<file path="config.mk">
export PLATFORM = sky130hd
export DESIGN_NAME = mioc_dram_arbiter_flat
export DESIGN_NICKNAME = d
export VERILOG_FILES = /design/src/rtl/mioc_dram_arbiter_pkg.sv /design/src/rtl/mioc_dram_arbiter_if.sv /design/src/rtl/mioc_dram_arbiter_refresh_wdog.sv /design/src/rtl/mioc_dram_arbiter.sv /design/src/flat_wrapper.sv
export SDC_FILE = /design/constraint.sdc
export NUM_CORES = 1
export LEC_CHECK = 0
export CELL_PAD_IN_SITES_DETAIL_PLACEMENT = 1
export CELL_PAD_IN_SITES_GLOBAL_PLACEMENT = 1
export CORE_ASPECT_RATIO = 0.7
export CORE_MARGIN = 2
export CORE_UTILIZATION = 33
export CTS_CLUSTER_DIAMETER = 150
export DETAILED_ROUTE_END_ITERATION = 7
export PLACE_DENSITY = 0.79
export SYNTH_ARGS = -nofsm -noshare
export SYNTH_HDL_FRONTEND = slang
export SYNTH_SLANG_ARGS = --single-unit
</file>
<file path="constraint.sdc">
create_clock -name B_PHI -period 2.45 [get_ports B_PHI]
set_input_delay 0.49 -clock B_PHI [delete_from_list [all_inputs] [get_ports B_PHI]]
set_output_delay 0.49 -clock B_PHI [all_outputs]
set_load 0.005 [all_outputs]
</file>
<file path="src/rtl/mioc_dram_arbiter_pkg.sv">
// Shared definitions for the MIOC DRAM arbiter: FSM encodings, bank
// constants, default timing parameters and the strobe decode helper.
package mioc_dram_arbiter_pkg;

  typedef enum logic [2:0] {
    IDLE = 3'd0,
    ROW  = 3'd1,
    COL  = 3'd2,
    RFSH = 3'd3,
    PRE  = 3'd4
  } dram_state_e;

  typedef enum logic [1:0] {
    BUS_Z80 = 2'd0,
    BUS_REQ = 2'd1,
    BUS_DMA = 2'd2,
    BUS_REL = 2'd3
  } bus_state_e;

  localparam logic BANK_CAS1 = 1'b0;
  localparam logic BANK_CAS2 = 1'b1;

  localparam int PRECHARGE_CYC_DEF = 1;
  localparam int RFSH_CYC_DEF      = 2;
  localparam int REFRESH_LIMIT_DEF = 48;

  typedef struct packed {
    logic ras_n;
    logic cas1_n;
    logic cas2_n;
    logic mux;
  } strobes_t;

  localparam strobes_t STROBES_IDLE = '{ras_n: 1'b1, cas1_n: 1'b1, cas2_n: 1'b1, mux: 1'b0};

  // DRAM strobe levels for a given sequencer state; only one CAS can ever be low.
  function automatic strobes_t strobes_for(dram_state_e s, logic bank);
    strobes_t st;
    st = STROBES_IDLE;
    case (s)
      ROW:  st.ras_n = 1'b0;
      COL: begin
        st.ras_n = 1'b0;
        st.mux   = 1'b1;
        if (bank == BANK_CAS2) st.cas2_n = 1'b0;
        else                   st.cas1_n = 1'b0;
      end
      RFSH: st.ras_n = 1'b0;
      default: st = STROBES_IDLE;
    endcase
    return st;
  endfunction

endpackage

</file>
<file path="src/rtl/mioc_dram_arbiter_if.sv">
// Z80 / 6801 / DRAM signal bundle of the MIOC DRAM arbiter.
// master: the requester side (CPU, DMA, bus acknowledge); slave: the arbiter.
interface mioc_dram_arbiter_if;
  logic       BMREQ_N;
  logic       BRD_N;
  logic       N_BWR;
  logic       BRFSH_N;
  logic       BA15;
  logic       DMA_N;
  logic       DMA_MREQ_N;
  logic       DMA_BANK;
  logic       BUSAK_N;
  logic       BUSRQ_N;
  logic       ADDRBUFEN_N;
  logic       DMA_GNT;
  logic       RAS_N;
  logic       CAS1_N;
  logic       CAS2_N;
  logic       MUX;
  logic [6:0] REF_ADDR;

  modport master (
    output BMREQ_N, BRD_N, N_BWR, BRFSH_N, BA15, DMA_N, DMA_MREQ_N, DMA_BANK, BUSAK_N,
    input  BUSRQ_N, ADDRBUFEN_N, DMA_GNT, RAS_N, CAS1_N, CAS2_N, MUX, REF_ADDR
  );

  modport slave (
    input  BMREQ_N, BRD_N, N_BWR, BRFSH_N, BA15, DMA_N, DMA_MREQ_N, DMA_BANK, BUSAK_N,
    output BUSRQ_N, ADDRBUFEN_N, DMA_GNT, RAS_N, CAS1_N, CAS2_N, MUX, REF_ADDR
  );
endinterface

</file>
<file path="src/rtl/mioc_dram_arbiter_refresh_wdog.sv">
// Refresh watchdog: counts B_PHI cycles since the last refresh entry, raises a
// forced-refresh request at REFRESH_LIMIT (saturating) and owns the refresh
// row counter. Only instantiated when MIOC_REFRESH_WDOG_EN is defined.
module mioc_refresh_wdog
  import mioc_dram_arbiter_pkg::*;
#(
  parameter int REFRESH_LIMIT = REFRESH_LIMIT_DEF
) (
  input  logic       clk,
  input  logic       rst,
  input  logic       rfsh_start,
  input  logic       forced_done,
  output logic       force_req,
  output logic [6:0] ref_addr
);

  localparam logic [7:0] LIMIT = 8'(REFRESH_LIMIT);

  logic [7:0] cnt_q;

  // Cycles since last refresh entry, held once the limit is reached.
  always_ff @(posedge clk) begin
    if (rst)              cnt_q <= '0;
    else if (rfsh_start)  cnt_q <= '0;
    else if (cnt_q < LIMIT) cnt_q <= cnt_q + 8'd1;
  end

  // Refresh row advances only when a forced refresh finishes.
  always_ff @(posedge clk) begin
    if (rst)              ref_addr <= '0;
    else if (forced_done) ref_addr <= ref_addr + 7'd1;
  end

  assign force_req = (cnt_q == LIMIT);

endmodule

</file>
<file path="src/rtl/mioc_dram_arbiter.sv">
// MIOC DRAM sequencer and bus arbiter: shares the DRAM between Z80 memory
// cycles, Z80 refresh cycles and 6801 DMA, runs the BUSRQ/BUSAK handshake and
// generates registered RAS/MUX/CAS strobes on whole B_PHI cycles.
// Optional: define MIOC_REFRESH_WDOG_EN to add the forced-refresh watchdog.
module mioc_dram_arbiter
  import mioc_dram_arbiter_pkg::*;
#(
  parameter int PRECHARGE_CYC = PRECHARGE_CYC_DEF,
  parameter int RFSH_CYC      = RFSH_CYC_DEF,
  parameter int REFRESH_LIMIT = REFRESH_LIMIT_DEF
) (
  input  logic                B_PHI,
  input  logic                RST,
  mioc_dram_arbiter_if.slave  bus
);

  localparam logic [1:0] PRE_LAST  = 2'(PRECHARGE_CYC - 1);
  localparam logic [1:0] RFSH_LAST = 2'(RFSH_CYC - 1);

  dram_state_e dram_q, dram_d;
  bus_state_e  bus_q, bus_d;
  logic [1:0]  cnt_q, cnt_d;
  logic        bank_q, bank_d;
  logic        src_dma_q, src_dma_d;
  logic        forced_q, forced_d;

  strobes_t    strb_q, strb_d;
  logic        busrq_n_q, busrq_n_d;
  logic        bufen_n_q, bufen_n_d;
  logic        gnt_q, gnt_d;

  logic        zref_req, cpu_req, dma_req, force_req, dram_idle;
  logic        col_strobe_n;
  logic [6:0]  ref_addr;

  // Read/write strobes are status-only; they do not steer the sequencer.
  logic        unused_status;
  assign unused_status = ^{bus.BRD_N, bus.N_BWR};

  // Request decode; CPU cycles are locked out while DMA owns the bus.
  assign zref_req  = !bus.BMREQ_N && !bus.BRFSH_N;
  assign cpu_req   = !bus.BMREQ_N && bus.BRFSH_N && !gnt_q && !bufen_n_q;
  assign dma_req   = !bus.DMA_MREQ_N && gnt_q;
  assign dram_idle = (dram_q == IDLE);

  // The strobe that opened the access decides how long COL is held.
  assign col_strobe_n = src_dma_q ? bus.DMA_MREQ_N : bus.BMREQ_N;

  // State registers and registered outputs.
  always_ff @(posedge B_PHI) begin
    if (RST) begin
      dram_q    <= IDLE;
      bus_q     <= BUS_Z80;
      cnt_q     <= '0;
      src_dma_q <= 1'b0;
      forced_q  <= 1'b0;
      strb_q    <= STROBES_IDLE;
      busrq_n_q <= 1'b1;
      bufen_n_q <= 1'b0;
      gnt_q     <= 1'b0;
    end else begin
      dram_q    <= dram_d;
      bus_q     <= bus_d;
      cnt_q     <= cnt_d;
      src_dma_q <= src_dma_d;
      forced_q  <= forced_d;
      strb_q    <= strb_d;
      busrq_n_q <= busrq_n_d;
      bufen_n_q <= bufen_n_d;
      gnt_q     <= gnt_d;
    end
  end

  // Bank latch is pure data and needs no reset.
  always_ff @(posedge B_PHI) begin
    bank_q <= bank_d;
  end

  // DRAM sequencer next state: forced refresh > zref > dma > cpu.
  always_comb begin
    dram_d    = dram_q;
    cnt_d     = cnt_q;
    bank_d    = bank_q;
    src_dma_d = src_dma_q;
    forced_d  = forced_q;
    case (dram_q)
      IDLE: begin
        cnt_d = '0;
        if (force_req) begin
          dram_d   = RFSH;
          forced_d = 1'b1;
        end else if (zref_req) begin
          dram_d   = RFSH;
          forced_d = 1'b0;
        end else if (dma_req) begin
          dram_d    = ROW;
          bank_d    = bus.DMA_BANK;
          src_dma_d = 1'b1;
        end else if (cpu_req) begin
          dram_d    = ROW;
          bank_d    = bus.BA15;
          src_dma_d = 1'b0;
        end
      end
      ROW: dram_d = COL;
      COL: begin
        if (col_strobe_n) begin
          dram_d = PRE;
          cnt_d  = '0;
        end
      end
      RFSH: begin
        if (cnt_q == RFSH_LAST) begin
          dram_d = PRE;
          cnt_d  = '0;
        end else begin
          cnt_d = cnt_q + 2'd1;
        end
      end
      PRE: begin
        if (cnt_q == PRE_LAST) begin
          dram_d = IDLE;
          cnt_d  = '0;
        end else begin
          cnt_d = cnt_q + 2'd1;
        end
      end
      default: dram_d = IDLE;
    endcase
  end

  // Bus handshake next state; ownership only changes with the DRAM idle.
  always_comb begin
    bus_d = bus_q;
    case (bus_q)
      BUS_Z80: if (!bus.DMA_N) bus_d = BUS_REQ;
      BUS_REQ: begin
        if (bus.DMA_N)                        bus_d = BUS_REL;
        else if (!bus.BUSAK_N && dram_idle)   bus_d = BUS_DMA;
      end
      BUS_DMA: if (bus.DMA_N && dram_idle) bus_d = BUS_REL;
      BUS_REL: if (bus.BUSAK_N) bus_d = BUS_Z80;
      default: bus_d = BUS_Z80;
    endcase
  end

  // Output decode from next state, so every output leaves a flop.
  always_comb begin
    strb_d    = strobes_for(dram_d, bank_d);
    busrq_n_d = !((bus_d == BUS_REQ) || (bus_d == BUS_DMA));
    bufen_n_d = (bus_d == BUS_DMA) || (bus_d == BUS_REL);
    gnt_d     = (bus_d == BUS_DMA);
  end

`ifdef MIOC_REFRESH_WDOG_EN
  logic rfsh_start, forced_done;
  assign rfsh_start  = dram_idle && (dram_d == RFSH);
  assign forced_done = (dram_q == RFSH) && (dram_d == PRE) && forced_q;

  mioc_refresh_wdog #(
    .REFRESH_LIMIT (REFRESH_LIMIT)
  ) u_wdog (
    .clk         (B_PHI),
    .rst         (RST),
    .rfsh_start  (rfsh_start),
    .forced_done (forced_done),
    .force_req   (force_req),
    .ref_addr    (ref_addr)
  );
`else
  // Without the watchdog refresh comes only from the Z80.
  logic unused_wdog;
  assign unused_wdog = ^{forced_q, 8'(REFRESH_LIMIT)};
  assign force_req   = 1'b0;
  assign ref_addr    = '0;
`endif

  assign bus.RAS_N       = strb_q.ras_n;
  assign bus.CAS1_N      = strb_q.cas1_n;
  assign bus.CAS2_N      = strb_q.cas2_n;
  assign bus.MUX         = strb_q.mux;
  assign bus.BUSRQ_N     = busrq_n_q;
  assign bus.ADDRBUFEN_N = bufen_n_q;
  assign bus.DMA_GNT     = gnt_q;
  assign bus.REF_ADDR    = ref_addr;

endmodule

</file>
<file path="src/flat_wrapper.sv">
// flat-port wrapper written by rule: the top's interface ports become plain ports
module mioc_dram_arbiter_flat import mioc_dram_arbiter_pkg::*;
#(
  parameter int PRECHARGE_CYC = PRECHARGE_CYC_DEF,
  parameter int RFSH_CYC      = RFSH_CYC_DEF,
  parameter int REFRESH_LIMIT = REFRESH_LIMIT_DEF
)
  (B_PHI, RST, bus_BMREQ_N, bus_BRD_N, bus_N_BWR, bus_BRFSH_N, bus_BA15, bus_DMA_N, bus_DMA_MREQ_N, bus_DMA_BANK, bus_BUSAK_N, bus_BUSRQ_N, bus_ADDRBUFEN_N, bus_DMA_GNT, bus_RAS_N, bus_CAS1_N, bus_CAS2_N, bus_MUX, bus_REF_ADDR);
  mioc_dram_arbiter_if bus_i ();
  input  logic B_PHI;
  input  logic RST;
  input wire logic [$bits(bus_i.BMREQ_N)-1:0] bus_BMREQ_N;
  input wire logic [$bits(bus_i.BRD_N)-1:0] bus_BRD_N;
  input wire logic [$bits(bus_i.N_BWR)-1:0] bus_N_BWR;
  input wire logic [$bits(bus_i.BRFSH_N)-1:0] bus_BRFSH_N;
  input wire logic [$bits(bus_i.BA15)-1:0] bus_BA15;
  input wire logic [$bits(bus_i.DMA_N)-1:0] bus_DMA_N;
  input wire logic [$bits(bus_i.DMA_MREQ_N)-1:0] bus_DMA_MREQ_N;
  input wire logic [$bits(bus_i.DMA_BANK)-1:0] bus_DMA_BANK;
  input wire logic [$bits(bus_i.BUSAK_N)-1:0] bus_BUSAK_N;
  output wire logic [$bits(bus_i.BUSRQ_N)-1:0] bus_BUSRQ_N;
  output wire logic [$bits(bus_i.ADDRBUFEN_N)-1:0] bus_ADDRBUFEN_N;
  output wire logic [$bits(bus_i.DMA_GNT)-1:0] bus_DMA_GNT;
  output wire logic [$bits(bus_i.RAS_N)-1:0] bus_RAS_N;
  output wire logic [$bits(bus_i.CAS1_N)-1:0] bus_CAS1_N;
  output wire logic [$bits(bus_i.CAS2_N)-1:0] bus_CAS2_N;
  output wire logic [$bits(bus_i.MUX)-1:0] bus_MUX;
  output wire logic [$bits(bus_i.REF_ADDR)-1:0] bus_REF_ADDR;
  assign bus_i.BMREQ_N = bus_BMREQ_N;
  assign bus_i.BRD_N = bus_BRD_N;
  assign bus_i.N_BWR = bus_N_BWR;
  assign bus_i.BRFSH_N = bus_BRFSH_N;
  assign bus_i.BA15 = bus_BA15;
  assign bus_i.DMA_N = bus_DMA_N;
  assign bus_i.DMA_MREQ_N = bus_DMA_MREQ_N;
  assign bus_i.DMA_BANK = bus_DMA_BANK;
  assign bus_i.BUSAK_N = bus_BUSAK_N;
  assign bus_BUSRQ_N = bus_i.BUSRQ_N;
  assign bus_ADDRBUFEN_N = bus_i.ADDRBUFEN_N;
  assign bus_DMA_GNT = bus_i.DMA_GNT;
  assign bus_RAS_N = bus_i.RAS_N;
  assign bus_CAS1_N = bus_i.CAS1_N;
  assign bus_CAS2_N = bus_i.CAS2_N;
  assign bus_MUX = bus_i.MUX;
  assign bus_REF_ADDR = bus_i.REF_ADDR;
  mioc_dram_arbiter #(.PRECHARGE_CYC(PRECHARGE_CYC), .RFSH_CYC(RFSH_CYC), .REFRESH_LIMIT(REFRESH_LIMIT)) u_core (.B_PHI(B_PHI), .RST(RST), .bus(bus_i));
endmodule
</file>
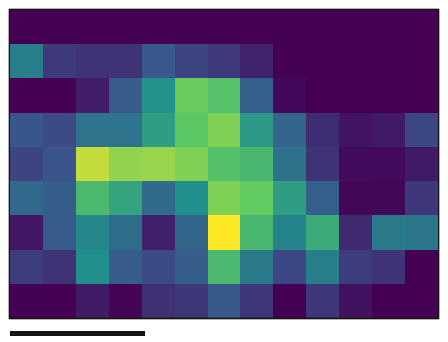
**Above:** run 1 (signal metal coverage by tile).
Bar = 20 um. 13 x 9 tiles, from dark purple (low) to yellow (high), scaled to the fullest tile. Values are wire area over tile area, all layers added.
fullest tile: 0.39
densest ninth of the die: center
nearly empty tiles: 28%
tiles over half the peak: 19%
emptiest ninth of the die: north-east
Tot GR Track Use: 0.146
WL per Instance: 12.7 um
Routed Wire Length: 1790 um

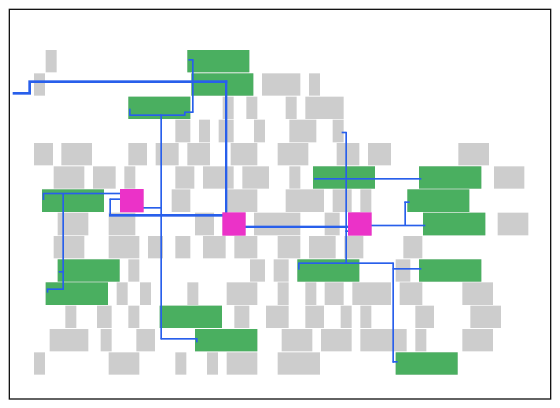
**Above:** run 1 (routed clock nets over the placement).
legend:
  magenta:
    item: cells driving clock nets
    count: 3
  green:
    item: flip-flops
    count: 15
  blue:
    item: clock wires
    length: 218 um
routed clock nets: 4
flops lie: widely spread
Late-Pin Clk Latency: 290 ps
Clock group: 145 uW
Clock Skews: 2.12 ps
clock power share: 0.238

==> notes.md, run 1 <==
yosys + openroad results -> Peak VDD IR ~0.4 mV, max reg flops 3, status finished clean, synth warn 0, MaxCap Viol Count 0, Synth Flop Type dfxtp_1, Starting Density 0.361, Leading cell kind logic gates, I/O Buffers 15, startpoint type of the worst setup path register, met3 routed WL roughly 140 um, area of the core approximately 2200 sq um, Hold Path Stages 2, clk slew on worst S/H paths 90 ps, Worst setup EP type register, initial antenna violation count 0, total negative slack 0 ps, met2 WL ~800 um, ao+oa area frac 0.196, routability cong. 0.762, Slew Viols, Final 0, top layer in use met4, fmax around 0.51 GHz, die width roughly 63 um, Flop pwr share 0.478, Internal between 400 and 500 uW
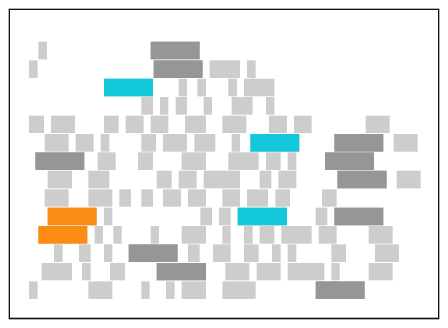
**Above:** run 1 (sequential cells colored by netlist name).
Other sequential cells in the stronger gray, the rest of the logic in the fainter gray.
legend:
  orange:
    name_in_the_netlist: u_core.bus_q
    flops: 2
  cyan:
    name_in_the_netlist: u_core.dram_q
    flops: 3
not colored: 10
Seq area share: 0.299
Register Area: 300 sq um
Core Util, Final: 0.448

**Run 1: drive-strength map**

Bar = 20 um.
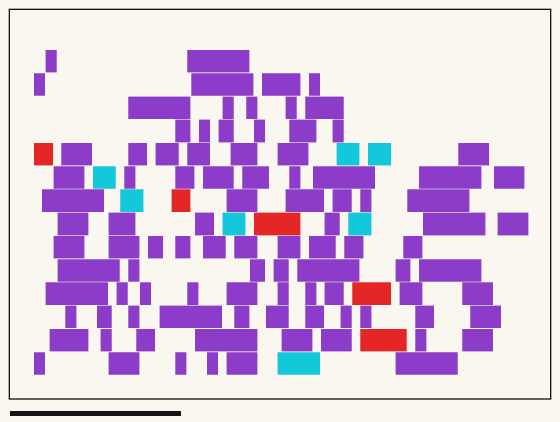

--- run 2 (diff from run 1) ---
==> constraint.sdc (replaced) <==
create_clock -name B_PHI -period 2.04 [get_ports B_PHI]
set_input_delay 0.408 -clock B_PHI [delete_from_list [all_inputs] [get_ports B_PHI]]
set_output_delay 0.408 -clock B_PHI [all_outputs]
set_load 0.005 [all_outputs]
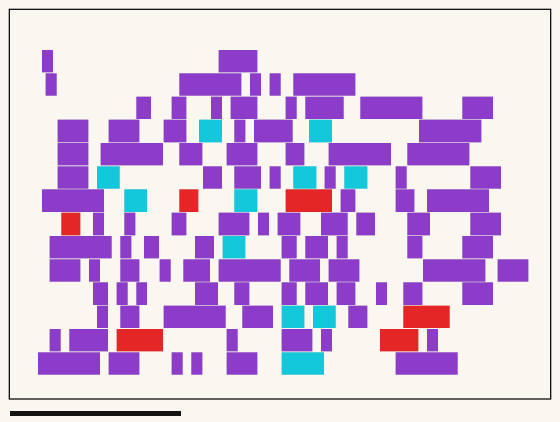
**Above:** run 2 (drive-strength map).
Bar = 20 um.
legend:
  purple:
    size: drive 1 or less
    cells: 96
    share: 85%
  cyan:
    size: drive 3 to 4
    cells: 11
    share: 9.7%
  red:
    size: drive 2
    cells: 6
    share: 5.3%
Synth-to-Final Area Change: 28.6%
Final Cell Area: 1040 sq um

==> notes.md, run 2 <==
yosys + openroad results -> clk slew on worst S/H paths approximately 90 ps, top layer in use met4, total negative slack 0 ps, MaxCap Viol Count 0, startpoint type of the worst setup path register, Leading cell kind logic gates, Clock Skews roughly 5 ps, routability cong. about 0.73, area of the core ~2200 sq um, met2 WL about 1000 um, Slew Viols, Final 0, I/O Buffers 15, Synth Flop Type dfxtp_1, Worst setup EP type register, Hold Path Stages 2, max reg flops 3, Flop pwr share 0.469, Tot GR Track Use 0.158, ao+oa area frac 0.196, status finished clean, Clock group approximately 170 uW, Starting Density 0.361, die width ~63 um, fmax 0.530 GHz, synth warn 0
Power is estimated from default activity; no workload was simulated.
